Fig. 1: run 1, cells coloured by class
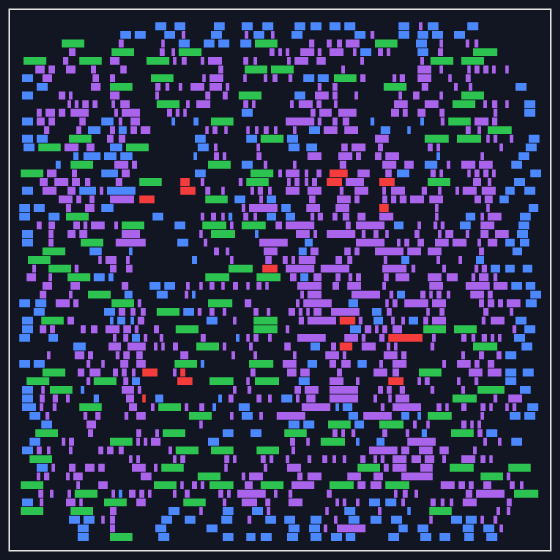
Fig. 2: run 1, the clock network
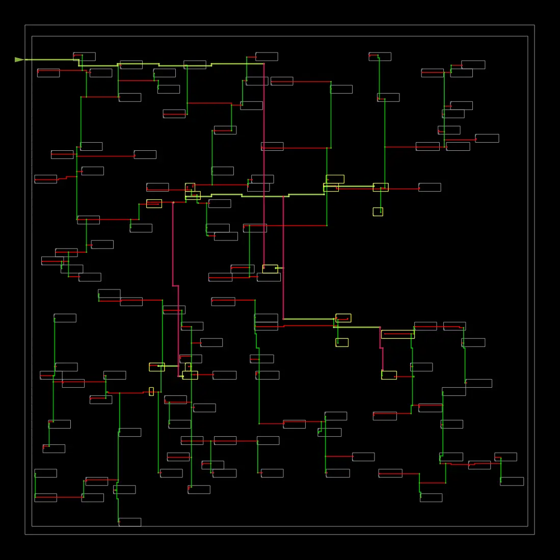
Fig. 3: run 1, PDN straps and rails
The bar under the picture is 50 um long. Pins as bars on the die edge.
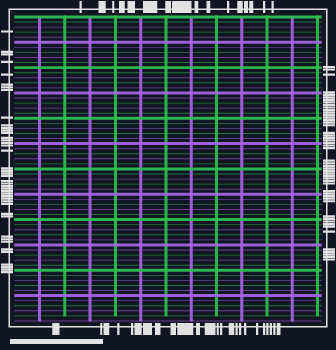
Design rab_inv_sequencer_flat, sky130hd; sources not shown.
==> flow_summary.toml, run 1 <==
# synthesis and place-and-route metrics
[yosys]
edf_count = 0
ys_sh_xor_pct = 1.40
top_cells_by_count = "nand2_1, a21oi_1, dfxtp_1"
synth_seq_share_pct = 32.1
yosys.area_share.simple_pct = 22.0

[final_layout]
finish.instance_area_um2 = 10400
utilization_pct = 38.5
dominant_cells = "logic gates"
drive_gt1_share_pct = 14.9
logic_area_um2 = 4820
final_layout_top_logic_cells = "nand2_1, clkdlybuf4s50_1, a21oi_1"
num-multi-input-gates = 663
n_all_buffers = 253

[clock_network]
post_cts_buffers = 18

[final_timing]
max_freq_mhz = 363
maxSlewHeadroom_pct = 43.9
setup_viol_count_final = 18
fin_ws_ns = -0.154

[floorplanning]
n_tap_cell = 341

[outcome]
outcome = "finished, violations left"
violations = "negative setup slack"

[power_and_ir_drop]
p_int_mw = 3.42

[detailed_routing]
drc = 0
Back to the opening pictures, Fig. 1:
- flip-flops: green (cells 110; share of their area 23%)
- all other logic: purple (cells 754; share of their area 52%)
- other buffers and delay cells: blue (cells 253; share of their area 23%)
- clock drivers and dummy loads: red (cells 16; share of their area 2.1%)
num rows: 60
area of the core: 27,000 um^2

Back to the opening pictures, Fig. 2:
CTS sink cnt: 110
total CTS buffers: 9
clk ins delay skew pair: 0.41 ns
flop count: 110

Back to the opening pictures, Fig. 3:
- VDD: green
- VSS: purple
- rows: 60
- met5 straps: 12
- met4 straps: 12
Peak supply drop: 0.309 mV
Die W: 170 um
die height: 170 um

Fig. 4: run 1, routed metal, one colour a layer
The bar under the picture is 50 um long.
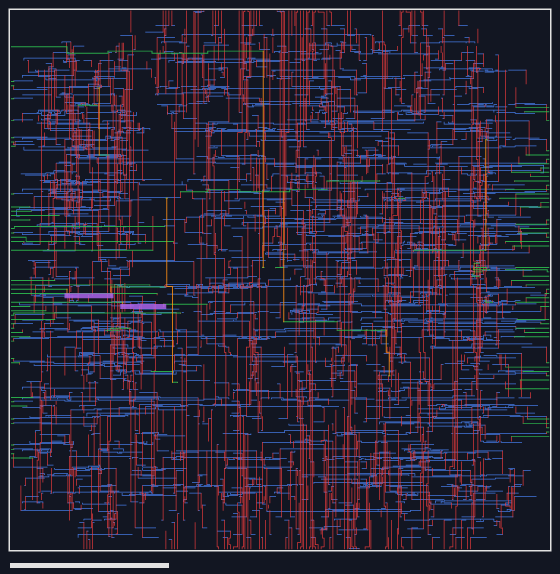

--- run 2 (diff from run 1) ---
--- a/constraint.sdc
+++ b/constraint.sdc
@@ -3,2 +3,2 @@
 set_output_delay 0.39 -clock Clk_CI [all_outputs]
-set_load 0.01 [all_outputs]
+set_load 0.005 [all_outputs]
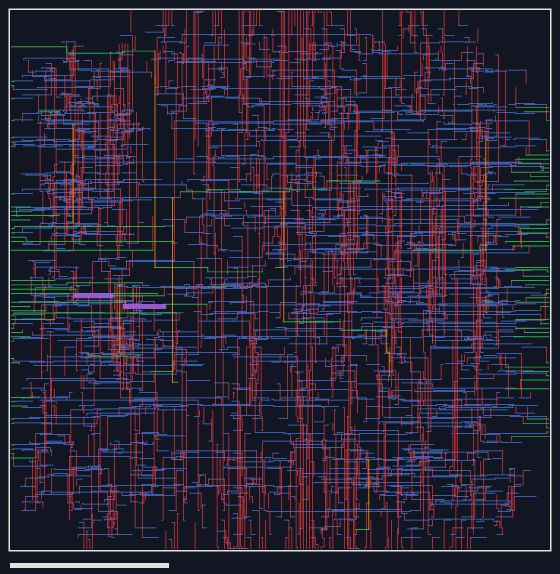
Fig. 5. Routed metal, one colour a layer (run 2).
The bar under the picture is 50 um long.
- met2: red (wire length 12,200 um)
- met4: orange (wire length 294 um)
- met1: blue (wire length 11,800 um)
- met3: green (wire length 1,120 um)
- met5: purple (wire length 23.0 um)
GRT Total Usage: 18.0%
via count of the routed design: 6,929
final wirelength: 25,400 um

==> flow_summary.toml, run 2 <==
# synthesis and place-and-route metrics
[clock_network]
post_cts_buffers = 19
cts_buffers = 9
clock-sinks = 110

[final_layout]
logic_area_um2 = 4840
final_layout_top_logic_cells = "nand2_1, clkdlybuf4s50_1, a21oi_1"
utilization_pct = 38.6
nFlopsAndLatches = 110
finish.instance_area_um2 = 10400
dominant_cells = "logic gates"
num-multi-input-gates = 663
drive_gt1_share_pct = 15.5
n_all_buffers = 258

[final_timing]
setup_viol_count_final = 18
fin_ws_ns = -0.182
maxSlewHeadroom_pct = 43.9
max_freq_mhz = 360

[floorplanning]
die_width_um = 170
core_um2 = 27000
n_tap_cell = 341
die_y_um = 170
rows = 60

[yosys]
yosys.area_share.simple_pct = 22.0
synth_seq_share_pct = 32.1
ys_sh_xor_pct = 1.40
top_cells_by_count = "nand2_1, a21oi_1, dfxtp_1"
edf_count = 0

[detailed_routing]
drc = 0

[outcome]
outcome = "finished, violations left"
violations = "negative setup slack"

[power_and_ir_drop]
ir_drop_mv = 0.308
p_int_mw = 3.45
